### The metal 3 layer, run 1

Scale: 1.5 px per micron.
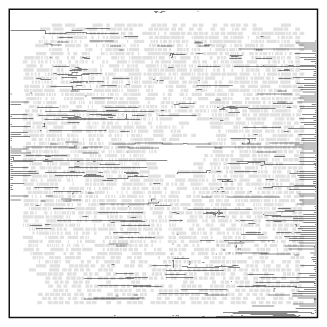
### Port wiring, run 1

Scale: 2 px per micron.
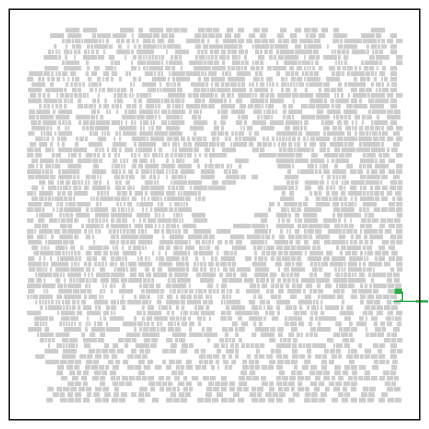
### Placement view, run 1

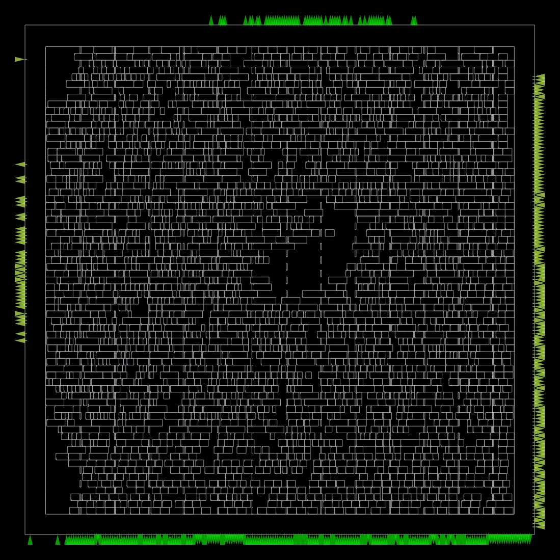
===== src/rtl/upc_mon_pkg.sv =====
// Shared types and helpers for the HLS loop/handshake performance monitor.
package upc_mon_pkg;

   localparam int unsigned DEF_CNT_W   = 32;
   localparam int unsigned DEF_STATE_W = 46;
   localparam int unsigned SAT_MAX_W   = 64;

   typedef enum logic [1:0] {
      MOD_IDLE      = 2'd0,
      MOD_BUSY      = 2'd1,
      MOD_WAIT_CONT = 2'd2
   } mod_state_e;

   typedef enum logic {
      LOOP_IDLE = 1'b0,
      LOOP_RUN  = 1'b1
   } loop_state_e;

   // Saturating increment of a w-bit value carried in a 64-bit container (w <= 64).
   function automatic logic [SAT_MAX_W-1:0] sat_inc(input logic [SAT_MAX_W-1:0] v,
                                                     input int unsigned w);
      logic [SAT_MAX_W-1:0] max_v;
      if (w >= SAT_MAX_W) max_v = '1;
      else                max_v = (64'd1 << w) - 64'd1;
      return (v >= max_v) ? max_v : v + 64'd1;
   endfunction

endpackage


===== src/rtl/nodf_module_status.sv =====
// Module-level ap_start/ap_done/ap_continue tracker with transaction, ready and latency counters.
// Ports:
//   clock, reset      : clock, synchronous active-high reset
//   hold              : freeze all state (monitor frozen)
//   ap_start/ap_ready/ap_done/ap_continue : handshake probes
//   now               : free-running cycle count
//   mod_busy          : transaction in flight
//   mod_txn_count     : completed transactions (saturating)
//   mod_ready_count   : cycles with ap_ready high (saturating)
//   mod_last_latency  : start-accept to done cycles of last completed transaction
//   sat_c             : a counter increment was lost to saturation this cycle
module nodf_module_status
   import upc_mon_pkg::*;
#(
   parameter int unsigned CNT_W = DEF_CNT_W
) (
   input  logic             clock,
   input  logic             reset,
   input  logic             hold,
   input  logic             ap_start,
   input  logic             ap_ready,
   input  logic             ap_done,
   input  logic             ap_continue,
   input  logic [CNT_W-1:0] now,
   output logic             mod_busy,
   output logic [CNT_W-1:0] mod_txn_count,
   output logic [CNT_W-1:0] mod_ready_count,
   output logic [CNT_W-1:0] mod_last_latency,
   output logic             sat_c
);

   mod_state_e       state, state_next;
   logic [CNT_W-1:0] start_cycle;
   logic [CNT_W-1:0] pend_latency;
   logic             capture_c;
   logic             complete_c;
   logic             pend_c;
   logic             from_pend_c;
   logic [CNT_W-1:0] latency_c;

   // State register
   always_ff @(posedge clock) begin
      if (reset)      state <= MOD_IDLE;
      else if (!hold) state <= state_next;
   end

   // Next state and per-cycle strobes; a done/continue cycle may also accept a new start
   always_comb begin
      state_next  = state;
      capture_c   = 1'b0;
      complete_c  = 1'b0;
      pend_c      = 1'b0;
      from_pend_c = 1'b0;
      case (state)
         MOD_IDLE: begin
            if (ap_start) begin
               state_next = MOD_BUSY;
               capture_c  = 1'b1;
            end
         end
         MOD_BUSY: begin
            if (ap_done) begin
               if (ap_continue) begin
                  complete_c = 1'b1;
                  if (ap_start) begin
                     capture_c  = 1'b1;
                     state_next = MOD_BUSY;
                  end else begin
                     state_next = MOD_IDLE;
                  end
               end else begin
                  pend_c     = 1'b1;
                  state_next = MOD_WAIT_CONT;
               end
            end
         end
         MOD_WAIT_CONT: begin
            if (ap_continue) begin
               complete_c  = 1'b1;
               from_pend_c = 1'b1;
               if (ap_start) begin
                  capture_c  = 1'b1;
                  state_next = MOD_BUSY;
               end else begin
                  state_next = MOD_IDLE;
               end
            end
         end
         default: state_next = MOD_IDLE;
      endcase
   end

   // Latency is measured to the done cycle, even when continue arrives later
   assign latency_c = from_pend_c ? pend_latency : (now - start_cycle);

   assign sat_c = ~hold & ((complete_c & (mod_txn_count == '1)) |
                           (ap_ready   & (mod_ready_count == '1)));

   // Counters and captured timestamps
   always_ff @(posedge clock) begin
      if (reset) begin
         mod_busy         <= 1'b0;
         mod_txn_count    <= '0;
         mod_ready_count  <= '0;
         mod_last_latency <= '0;
         start_cycle      <= '0;
         pend_latency     <= '0;
      end else if (!hold) begin
         mod_busy <= (state_next != MOD_IDLE);
         if (capture_c) start_cycle  <= now;
         if (pend_c)    pend_latency <= now - start_cycle;
         if (complete_c) begin
            mod_txn_count    <= CNT_W'(sat_inc(64'(mod_txn_count), CNT_W));
            mod_last_latency <= latency_c;
         end
         if (ap_ready) mod_ready_count <= CNT_W'(sat_inc(64'(mod_ready_count), CNT_W));
      end
   end

endmodule


===== src/rtl/upc_loop_monitor.sv =====
// Non-intrusive performance monitor for one HLS block: module handshake plus one pipelined loop.
// Ports:
//   clock, reset                 : clock, synchronous active-high reset
//   ap_*                         : module handshake probes (ap_continue tied 1 when absent)
//   cur_state, *_state           : loop FSM state and reference stage states (full-width compare)
//   *_block / *_enable           : stage subdone block flags and pipeline stage enables
//   loop_start/ready/done/continue : loop-level handshake probes
//   quit_at_end                  : exit-test cycle counts as an iteration when 1
//   finish                       : freeze all counters from the next cycle
//   mod_* outputs                : module status (see nodf_module_status)
//   loop_active, loop_run_count  : loop run in progress / completed runs
//   iter_start_count, iter_end_count, stall_count : loop event counters
//   frozen, overflow             : sticky freeze and saturation flags
module upc_loop_monitor
   import upc_mon_pkg::*;
#(
   parameter int unsigned STATE_W = DEF_STATE_W,
   parameter int unsigned CNT_W   = DEF_CNT_W
) (
   input  logic               clock,
   input  logic               reset,
   input  logic               ap_start,
   input  logic               ap_ready,
   input  logic               ap_done,
   input  logic               ap_continue,
   input  logic [STATE_W-1:0] cur_state,
   input  logic [STATE_W-1:0] iter_start_state,
   input  logic [STATE_W-1:0] iter_end_state,
   input  logic [STATE_W-1:0] quit_state,
   input  logic               iter_start_block,
   input  logic               iter_end_block,
   input  logic               quit_block,
   input  logic               iter_start_enable,
   input  logic               iter_end_enable,
   input  logic               quit_enable,
   input  logic               loop_start,
   input  logic               loop_ready,
   input  logic               loop_done,
   input  logic               loop_continue,
   input  logic               quit_at_end,
   input  logic               finish,
   output logic               mod_busy,
   output logic [CNT_W-1:0]   mod_txn_count,
   output logic [CNT_W-1:0]   mod_ready_count,
   output logic [CNT_W-1:0]   mod_last_latency,
   output logic               loop_active,
   output logic [CNT_W-1:0]   loop_run_count,
   output logic [CNT_W-1:0]   iter_start_count,
   output logic [CNT_W-1:0]   iter_end_count,
   output logic [CNT_W-1:0]   stall_count,
   output logic               frozen,
   output logic               overflow
);

   logic [CNT_W-1:0] cycle;
   loop_state_e      lstate, lstate_next;
   logic             mod_sat_c;
   logic             loop_sat_c;
   logic             start_ev_c, end_ev_c, stall_c, quit_ev_c;
   logic             window_c, exit_probe_c;
   logic             cnt_start_c, cnt_end_c, cnt_stall_c;
   logic             run_done_c;
   logic             unused_c;

   // loop_ready carries no information the counters need
   assign unused_c = loop_ready;

   nodf_module_status #(.CNT_W(CNT_W)) u_mod (
      .clock            (clock),
      .reset            (reset),
      .hold             (frozen),
      .ap_start         (ap_start),
      .ap_ready         (ap_ready),
      .ap_done          (ap_done),
      .ap_continue      (ap_continue),
      .now              (cycle),
      .mod_busy         (mod_busy),
      .mod_txn_count    (mod_txn_count),
      .mod_ready_count  (mod_ready_count),
      .mod_last_latency (mod_last_latency),
      .sat_c            (mod_sat_c)
   );

   // Stage events decoded from the loop FSM probes
   assign start_ev_c = (cur_state == iter_start_state) & iter_start_enable & ~iter_start_block;
   assign end_ev_c   = (cur_state == iter_end_state)   & iter_end_enable   & ~iter_end_block;
   assign stall_c    = (cur_state == iter_start_state) & iter_start_enable &  iter_start_block;
   assign quit_ev_c  = (cur_state == quit_state)       & quit_enable       & ~quit_block;

   // Events count inside a run, including the loop_start cycle itself
   assign window_c     = (lstate == LOOP_RUN) | loop_start;
   // The final exit-test pass through the start stage is not a real iteration
   assign exit_probe_c = ~quit_at_end & loop_done & quit_ev_c;
   assign cnt_start_c  = window_c & start_ev_c & ~exit_probe_c;
   assign cnt_end_c    = window_c & end_ev_c;
   assign cnt_stall_c  = window_c & stall_c;

   // Loop state register
   always_ff @(posedge clock) begin
      if (reset)        lstate <= LOOP_IDLE;
      else if (!frozen) lstate <= lstate_next;
   end

   // Loop next state
   always_comb begin
      lstate_next = lstate;
      run_done_c  = 1'b0;
      case (lstate)
         LOOP_IDLE: if (loop_start) lstate_next = LOOP_RUN;
         LOOP_RUN: begin
            if (loop_done & loop_continue) begin
               lstate_next = LOOP_IDLE;
               run_done_c  = 1'b1;
            end
         end
         default: lstate_next = LOOP_IDLE;
      endcase
   end

   // Overflow flags an increment attempted on an all-ones counter
   assign loop_sat_c = ~frozen & ((run_done_c  & (loop_run_count   == '1)) |
                                  (cnt_start_c & (iter_start_count == '1)) |
                                  (cnt_end_c   & (iter_end_count   == '1)) |
                                  (cnt_stall_c & (stall_count      == '1)));

   // Freeze flag
   always_ff @(posedge clock) begin
      if (reset)       frozen <= 1'b0;
      else if (finish) frozen <= 1'b1;
   end

   // Cycle counter, loop counters and overflow
   always_ff @(posedge clock) begin
      if (reset) begin
         cycle            <= '0;
         loop_active      <= 1'b0;
         loop_run_count   <= '0;
         iter_start_count <= '0;
         iter_end_count   <= '0;
         stall_count      <= '0;
         overflow         <= 1'b0;
      end else if (!frozen) begin
         cycle       <= cycle + CNT_W'(1);
         loop_active <= (lstate_next == LOOP_RUN);
         if (run_done_c)  loop_run_count   <= CNT_W'(sat_inc(64'(loop_run_count), CNT_W));
         if (cnt_start_c) iter_start_count <= CNT_W'(sat_inc(64'(iter_start_count), CNT_W));
         if (cnt_end_c)   iter_end_count   <= CNT_W'(sat_inc(64'(iter_end_count), CNT_W));
         if (cnt_stall_c) stall_count      <= CNT_W'(sat_inc(64'(stall_count), CNT_W));
         overflow <= overflow | mod_sat_c | loop_sat_c;
      end
   end

endmodule


===== config.mk =====
export PLATFORM = sky130hd
export DESIGN_NAME = upc_loop_monitor
export DESIGN_NICKNAME = d
export VERILOG_FILES = /design/src/rtl/upc_mon_pkg.sv /design/src/rtl/nodf_module_status.sv /design/src/rtl/upc_loop_monitor.sv
export SDC_FILE = /design/constraint.sdc
export NUM_CORES = 1
export LEC_CHECK = 0
export CAP_MARGIN = 40
export CORE_MARGIN = 8
export CORE_UTILIZATION = 50
export DETAILED_ROUTE_END_ITERATION = 7
export PLACE_DENSITY = 0.78
export REMOVE_ABC_BUFFERS = 1
export SLEW_MARGIN = 10
export SYNTH_ARGS = -nofsm -noshare
export SYNTH_HDL_FRONTEND = slang
export SYNTH_SLANG_ARGS = --single-unit

===== constraint.sdc =====
create_clock -name clock -period 3.6 [get_ports clock]
set_clock_uncertainty 0.2 [all_clocks]
set_input_delay 0.72 -clock clock [delete_from_list [all_inputs] [get_ports clock]]
set_output_delay 0.72 -clock clock [all_outputs]
set_load 0.01 [all_outputs]

==> out/results.ini, run 1 <==
[status]
status=completed

[clock_network]
post_cts_buffers=0

[power_and_ir_drop]
p_comb_w=0.00104
pg_clk_w=0.00361
p_leak_nw=8.84
power_density_mw_per_mm2=338

[logic_synthesis]
synth.distinct_cells=67
edf_count=0
postSynthCellCount=2221
numSynthFlops=326
netlist_area_sq_mm=0.0178
ys_cells=2221
yosysChipArea_sq_mm=0.0178

[routing]
drt_first_iter_violations=1316
viasPerCell=5.79

[timing]
tightestPinTransition_ps=812
rsz0062_at_grt=false
hold_viol=0
fin_crit_ps=3500

[floorplan]
fp-row-count=69

[worst_hold_path]
hp-start=u_mod.pend_latency[2]

[critical_path]
critPathArrivalTime_ps=3730

[final_layout]
diodes=0

[global_routing]
globalRouteMet1Util=0.389

-- 'The metal 3 layer' (at the start) --
The wires run mostly horizontal. The layer holds 7.2% of the routed length. The layer carries 4800 microns of wire. 367 nets have wire on it. The longest straight run is 102 microns.

-- 'Port wiring' (at the start) --
quit_at_end: marked green, bits 1, direction input, end cells 1, buffers 1, wire 18.0 microns.

-- 'Placement view' (at the start) --
fill count: 2833
Seq cells: 326
sequential share of cell area: 0.266
core area: 0.0353 sq mm
Final Core Density: 0.695

-- run 1: per-layer routing --
metal | up-vias | wire (microns)
met1 | 8853 | 28200
met4 | 0 | 2070
met2 | 688 | 31500
met5 | - | 0
li1 | 8908 | -
met3 | 106 | 4800
-- run 1: how the worst max path moves through the flow --
stage                         from              endpoint  slack [ps]  cells past startpoint
2_1_floorplan  iter_start_state[1]  iter_start_count[31]         -80                      8
3_3_place_gp         cur_state[42]        stall_count[9]        -460                     13
3_5_place_dp         cur_state[29]        stall_count[9]        -430                     13
4_1_cts              cur_state[42]       stall_count[17]          80                     13
5_1_grt              cur_state[29]       stall_count[31]           5                     13
6_report                loop_start    iter_end_count[31]         100                     11
-- run 1: critical path, cell delays in order --
cell,delay [ps]
clkdlybuf4s50_1,490
nor2_1,70
buf_4,130
nor3b_1,500
buf_4,220
nand4b_1,120
nor4_2,390
nand2_1,140
or3_1,500
and3_1,210
a211oi_1,240
-- run 1: per-stage QoR --
step / setup slack, ps / instance area [sq um] / hold slack, ps
after floorplan: -84.7 / 17400 / 230
after global placement: -461 / 23400 / 242
after detailed placement: -430 / 23400 / 247
after CTS: 84.7 / 24500 / 255
after global routing: 4.71 / 24500 / 269
final: 100 / 24500 / 255
-- run 1: layout make-up --
cell class,instances,area [sq um]
Fill cell,2833,10800
Multi-Input combinational cell,1716,10600
Sequential cell,326,6530
Timing Repair Buffer,573,5410
Clock buffer,48,1010
Tap cell,461,577
Inverter,71,267
Clock inverter,12,136
-- run 1: timing repair --
| action | 4_1_cts | 5_1_grt |
|---|---|---|
| endpoints found under the setup margin | 0 | 10 |
| gates resized | 0 | 8 |
| endpoints found under the hold margin | 0 | 0 |
### Wiring heat map, run 1

Scale: 2 px per micron. 20 x 20 tiles, from dark blue (low) to red (high), scaled to the fullest tile. Values are wire area over tile area, all layers added.
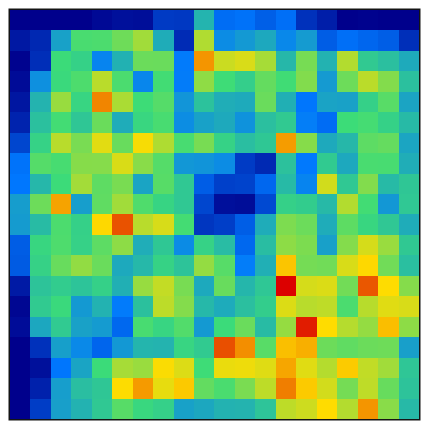

==> run 2, diff against run 1 <==
==> constraint.sdc (replaced) <==
create_clock -name clock -period 3.46 [get_ports clock]
set_clock_uncertainty 0.2 [all_clocks]
set_input_delay 0.692 -clock clock [delete_from_list [all_inputs] [get_ports clock]]
set_output_delay 0.692 -clock clock [all_outputs]
set_load 0.01 [all_outputs]
### Wiring heat map, run 2

Scale: 2 px per micron. 20 x 20 tiles, from dark blue (low) to red (high), scaled to the fullest tile. Values are wire area over tile area, all layers added.
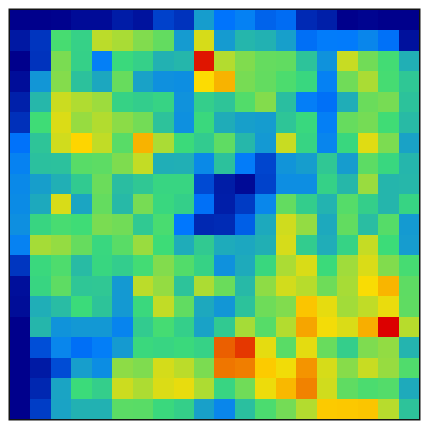
The fullest tile reaches 0.58. The densest ninth of the die: bottom right. 42% of the tiles are over half the peak. 3.3% of the tiles are nearly empty.

==> out/results.ini, run 2 <==
[routing]
wl_met2_microns=31900  ; +1.1%
drt_first_iter_violations=1508  ; +15%
wl_met3_microns=5180  ; +8.1%
met1Wirelength_microns=28000  ; -0.65%
viasPerCell=5.79  ; about the same
maxUsedRoutingLayer=met4

[floorplan]
fp-row-count=69  ; unchanged
core_area_sq_mm=0.0353  ; unchanged
pin_count=430

[placed_design]
placedInstanceArea_sq_mm=0.0235  ; +0.72%
place_ws_ps=-653  ; -223 ps

[logic_synthesis]
netlist_area_sq_mm=0.0178  ; unchanged
yosysChipArea_sq_mm=0.0178  ; unchanged
synth.distinct_cells=67  ; unchanged
ys_cells=2221  ; unchanged
edf_count=0  ; unchanged
postSynthCellCount=2221  ; unchanged
numSynthFlops=326  ; unchanged

[final_layout]
seq_area_sq_mm=0.00653  ; unchanged
final_core_utilization=0.704  ; +0.00889
fill_cells=2790  ; -1.5%
combGateArea_sq_mm=0.0107  ; +0.47%
diodes=0  ; unchanged

[power_and_ir_drop]
power_density_mw_per_mm2=355  ; +4.8%
p_leak_nw=9.04  ; +2.3%

[clock_network]
cts_buffer_depth=3
cts_tree=yes

[timing]
worst_slack_ps=87.3  ; -12.7 ps
fin_crit_ps=3370
hold_viol=0  ; unchanged

[critical_path]
worst_setup_path_end_kind=register
critPathArrivalTime_ps=3590  ; -140 ps

[status]
status=completed

==> run 2: cell counts after synthesis <==
Identical to the previous run, type by type.
==> run 2: final cells by class <==
cell class / count / share of cell area
Clock inverter: 10 / 0.00448
Multi-Input combinational cell: 1716 / 0.429
Timing Repair Buffer: 595 / 0.226
Clock buffer: 55 / 0.0441
Tap cell: 461 / 0.0232
Sequential cell: 326 / 0.263
Inverter: 71 / 0.0107
==> run 2: cell families (layout without fill, tap and decap cells) <==
family | Yosys count | after routing | synth area share
buf+inv | 179 | 731 | 0.0386
xor+xnor | 302 | 302 | 0.149
compound gates | 474 | 474 | 0.159
flops | 326 | 326 | 0.367
fa+ha+maj | 43 | 43 | 0.0307
mux | 8 | 8 | 0.00451
simple gates | 889 | 889 | 0.251
==> run 2: path summary, 6_finish.rpt <==
kind	from	to	slack, ps	cells past startpoint
max	cur_state[18]	stall_count[25]	90	12
min	u_mod.start_cycle[27]	u_mod.start_cycle[27]	250	2
max reg2reg	cycle[0]	u_mod.mod_last_latency[24]	260	11
min reg2reg	u_mod.start_cycle[27]	u_mod.start_cycle[27]	250	2
==> run 2: where the power goes <==
group	switching, W	internal (W)	total [W]
Sequential	0.0000205	0.00378	0.00380
Clock	0.00157	0.00234	0.00391
Combinational	0.000568	0.000544	0.00111
==> run 2: repair_timing <==
action,4_1_cts,5_1_grt
resized,6,15
pin swaps,1,7
setup buffers,0,3
endpoints found under the setup margin,18,37
==> run 2: critical path, cell delays in order <==
cell and delay, ps:
clkdlybuf4s50_1 500, xor2_1 200, nor4_2 400, nand4_1 200, nor4_4 380, buf_4 200, nand4_1 160, buf_4 220
buf_4 140, nor4_4 130, xnor2_1 110, a21oi_1 240
No activity file was given, so power comes from the tool's default toggle rates.
